--- src/rtl/vga_timing_pkg.sv ---
// 640x480@60 VGA timing constants shared by the sync generator and the pixel generator.
package vga_timing_pkg;

   localparam int CNT_W = 10;

   localparam int VGA_H_VISIBLE = 640;
   localparam int VGA_H_FRONT   = 16;
   localparam int VGA_H_SYNC    = 96;
   localparam int VGA_H_BACK    = 48;
   localparam int VGA_V_VISIBLE = 480;
   localparam int VGA_V_FRONT   = 10;
   localparam int VGA_V_SYNC    = 2;
   localparam int VGA_V_BACK    = 33;

   localparam int VGA_H_TOTAL = VGA_H_VISIBLE + VGA_H_FRONT + VGA_H_SYNC + VGA_H_BACK;
   localparam int VGA_V_TOTAL = VGA_V_VISIBLE + VGA_V_FRONT + VGA_V_SYNC + VGA_V_BACK;

   localparam int VGA_H_SYNC_START = VGA_H_VISIBLE + VGA_H_FRONT;
   localparam int VGA_H_SYNC_END   = VGA_H_SYNC_START + VGA_H_SYNC;
   localparam int VGA_V_SYNC_START = VGA_V_VISIBLE + VGA_V_FRONT;
   localparam int VGA_V_SYNC_END   = VGA_V_SYNC_START + VGA_V_SYNC;

   typedef logic [CNT_W-1:0] cnt_t;

   // Half-open window test [lo, hi) used for both sync decodes.
   function automatic logic in_window(input cnt_t c, input int lo, input int hi);
      return (int'(c) >= lo) && (int'(c) < hi);
   endfunction

endpackage

--- src/rtl/vga_axis_counter.sv ---
// Modulo-N counter with enable; exposes the next value so callers can decode ahead of the edge.
module vga_axis_counter
   import vga_timing_pkg::*;
#(
   parameter int N = VGA_H_TOTAL,
   parameter int W = CNT_W
) (
   input  logic         clk,
   input  logic         rst,
   input  logic         en,
   output logic [W-1:0] count,
   output logic [W-1:0] nxt,
   output logic         wrap
);

   localparam logic [W-1:0] LAST = W'(N - 1);

   assign wrap = en && (count == LAST);

   always_comb begin
      nxt = count;
      if (en) nxt = (count == LAST) ? '0 : count + 1'b1;
   end

   always_ff @(posedge clk) begin
      if (rst) count <= '0;
      else     count <= nxt;
   end

endmodule

--- src/rtl/vga_sync_generator.sv ---
// Raster counters and sync pulses for VGA; VGA_SYNC_PIXEL_DIV_EN halves the pixel rate
// so a 50 MHz clk yields a 25 MHz scan.
module vga_sync_generator
   import vga_timing_pkg::*;
#(
   parameter int H_VISIBLE = VGA_H_VISIBLE,
   parameter int H_FRONT   = VGA_H_FRONT,
   parameter int H_SYNC    = VGA_H_SYNC,
   parameter int H_BACK    = VGA_H_BACK,
   parameter int V_VISIBLE = VGA_V_VISIBLE,
   parameter int V_FRONT   = VGA_V_FRONT,
   parameter int V_SYNC    = VGA_V_SYNC,
   parameter int V_BACK    = VGA_V_BACK,
   parameter bit SYNC_POL  = 1'b0
) (
   input  logic             clk,
   input  logic             rst,
   output logic [CNT_W-1:0] hCount,
   output logic [CNT_W-1:0] vCount,
   output logic             hsync,
   output logic             vsync,
   output logic             pixel_tick,
   output logic             line_start,
   output logic             frame_start
);

   localparam int H_TOTAL = H_VISIBLE + H_FRONT + H_SYNC + H_BACK;
   localparam int V_TOTAL = V_VISIBLE + V_FRONT + V_SYNC + V_BACK;
   localparam int HS_LO   = H_VISIBLE + H_FRONT;
   localparam int HS_HI   = HS_LO + H_SYNC;
   localparam int VS_LO   = V_VISIBLE + V_FRONT;
   localparam int VS_HI   = VS_LO + V_SYNC;

   logic       tick;
   logic       h_wrap, v_wrap;
   cnt_t       h_nxt, v_nxt;

   assign pixel_tick = tick;

   vga_axis_counter #(.N(H_TOTAL), .W(CNT_W)) u_h (
      .clk   (clk),
      .rst   (rst),
      .en    (tick),
      .count (hCount),
      .nxt   (h_nxt),
      .wrap  (h_wrap)
   );

   vga_axis_counter #(.N(V_TOTAL), .W(CNT_W)) u_v (
      .clk   (clk),
      .rst   (rst),
      .en    (h_wrap),
      .count (vCount),
      .nxt   (v_nxt),
      .wrap  (v_wrap)
   );

   // Syncs and pulses are decoded from the next count so they land on the same edge as the counters.
   always_ff @(posedge clk) begin
      if (rst) begin
         tick        <= 1'b0;
         hsync       <= ~SYNC_POL;
         vsync       <= ~SYNC_POL;
         line_start  <= 1'b0;
         frame_start <= 1'b0;
      end else begin
`ifdef VGA_SYNC_PIXEL_DIV_EN
         tick        <= ~tick;
`else
         tick        <= 1'b1;
`endif
         hsync       <= in_window(h_nxt, HS_LO, HS_HI) ? SYNC_POL : ~SYNC_POL;
         vsync       <= in_window(v_nxt, VS_LO, VS_HI) ? SYNC_POL : ~SYNC_POL;
         line_start  <= h_wrap;
         frame_start <= h_wrap && v_wrap;
      end
   end

endmodule
--- config.mk ---
export PLATFORM = sky130hd
export DESIGN_NAME = vga_sync_generator
export DESIGN_NICKNAME = d
export VERILOG_FILES = /design/src/rtl/vga_timing_pkg.sv /design/src/rtl/vga_axis_counter.sv /design/src/rtl/vga_sync_generator.sv
export SDC_FILE = /design/constraint.sdc
export NUM_CORES = 1
export LEC_CHECK = 0
export ABC_CLOCK_PERIOD_IN_PS = 2400
export CORE_AREA = 2 2 54 69
export CTS_CLUSTER_DIAMETER = 50
export CTS_CLUSTER_SIZE = 28
export DETAILED_ROUTE_END_ITERATION = 7
export DIE_AREA = 0 0 56 71
export MAX_ROUTING_LAYER = met4
export PLACE_DENSITY = 0.65
export SYNTH_ARGS = -nofsm -noshare
export SYNTH_HDL_FRONTEND = slang
export SYNTH_SLANG_ARGS = --single-unit
--- constraint.sdc ---
create_clock -name clk -period 2.4 [get_ports clk]
set_input_delay 0.36 -clock clk [delete_from_list [all_inputs] [get_ports clk]]
set_output_delay 0.36 -clock clk [all_outputs]
set_load 0.02 [all_outputs]
### The metal 1 layer

The bar under the picture is 20 um long.
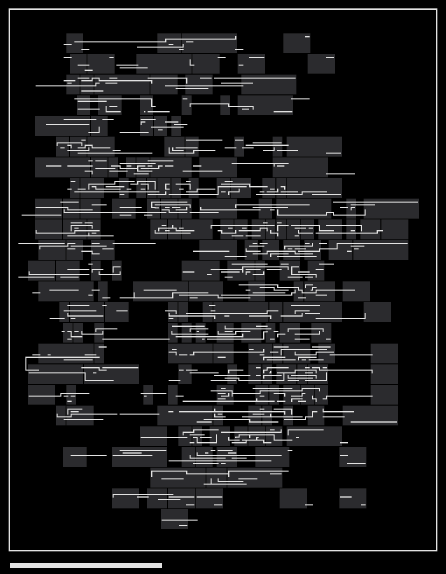
185 nets have wire on it. The layer holds 42% of the routed length.

==> flow_metrics.tcl <==
# implementation run metrics
set metrics [dict create \
    layout_top_cell "nor2_1" \
    p_int_mw 0.554 \
    finalWeightedCongestion 0.993 \
    ys_seq_elements 25 \
    p_total_mw 0.705 \
    regToRegStartpoint "u_h.count[0]$_SDFF_PP0_" \
    n_fill_cell 333 \
    ys_seq_share_pct 36.0 \
    ff2ff_path_depth 7 \
    setup_ws_ns 0.360 \
    clock.fmax_ghz 0.490 \
    largestRegisters "u_h.count (10), u_v.count (10)" \
    comb_share_pct 47.2 \
    antennaDiodeCount 0 \
    port_buffers 26 \
    worst_pin_slew_ns 0.421 \
    seq_cell_count 25 \
    synthTopCellsByArea "dfxtp_1 36%, nor2_1 7.3%, a21oi_1 4.3%" \
    dp_hpwl_mm 2.62 \
    clkTransAtPathRegs_ns 0.08 \
    r2r-end "vsync$_SDFF_PP1_" \
    maxCapViolCount 0 \
    clockPowerShare_pct 34.2 \
    top_area_share_pct 36.0 \
    antenna_found_initial 0 \
    edf_count 0 \
    fin_crit_ns 2.04 \
    crit_cells 7 \
    avgSynthCellArea_sq_um 8.09 \
    synth.distinct_cells 43 \
    fp.dieH_um 71 \
    mostFrequentLayoutCells "27 x nor2_1, 26 x clkdlybuf4s50_1, 25 x dfxtp_1" \
    grt_overflow 0 \
    critPathTopFamily "simple AND/OR/NAND/NOR gates" \
    status "completed" \
    whs_ns 0.568 \
    area_growth_pct 23.5 \
    die-area_sq_mm 0.00398 \
    hold_viol 0 \
    ff_type "dfxtp_1" \
    dr.pass1.iters 4 \
    critPathArrivalTime_ns 2.19 \
    grt_pass1_wl_mm 5.78 \
    die_w_um 56 \
]
### Wiring by layer

The bar under the picture is 20 um long. Two of the layers only.
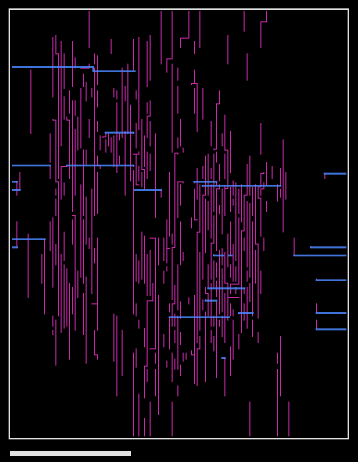
Magenta shows met2, wire length 1790 um. Blue shows met3, wire length 126 um.

==> cells by family after synthesis <==
group | Yosys count | share of synthesized area, %
mux | 2 | 1.44
xor+xnor | 9 | 5.67
buf+inv | 15 | 5.76
compound gates | 33 | 14.7
simple gates | 85 | 33.8
fa+ha+maj | 3 | 2.70
flops | 25 | 36.0
==> power by group through the flow <==
stage                     clock network, mW  registers (mW)  logic, mW
after detailed placement                  0           0.435     0.0381
after floorplan                           0           0.438     0.0152
after global routing                  0.262           0.427     0.0413
after global placement                    0           0.434     0.0368
after CTS                             0.252           0.426     0.0384
final                                 0.241           0.426     0.0381
==> per-layer routing <==
metal | wire length [um] | track usage (%)
met2 | 1790 | 32.9
met5 | 0 | -
met3 | 125 | 2.93
met4 | 46 | 5.82
met1 | 1400 | 20.1
Power is estimated from default activity; no workload was simulated.
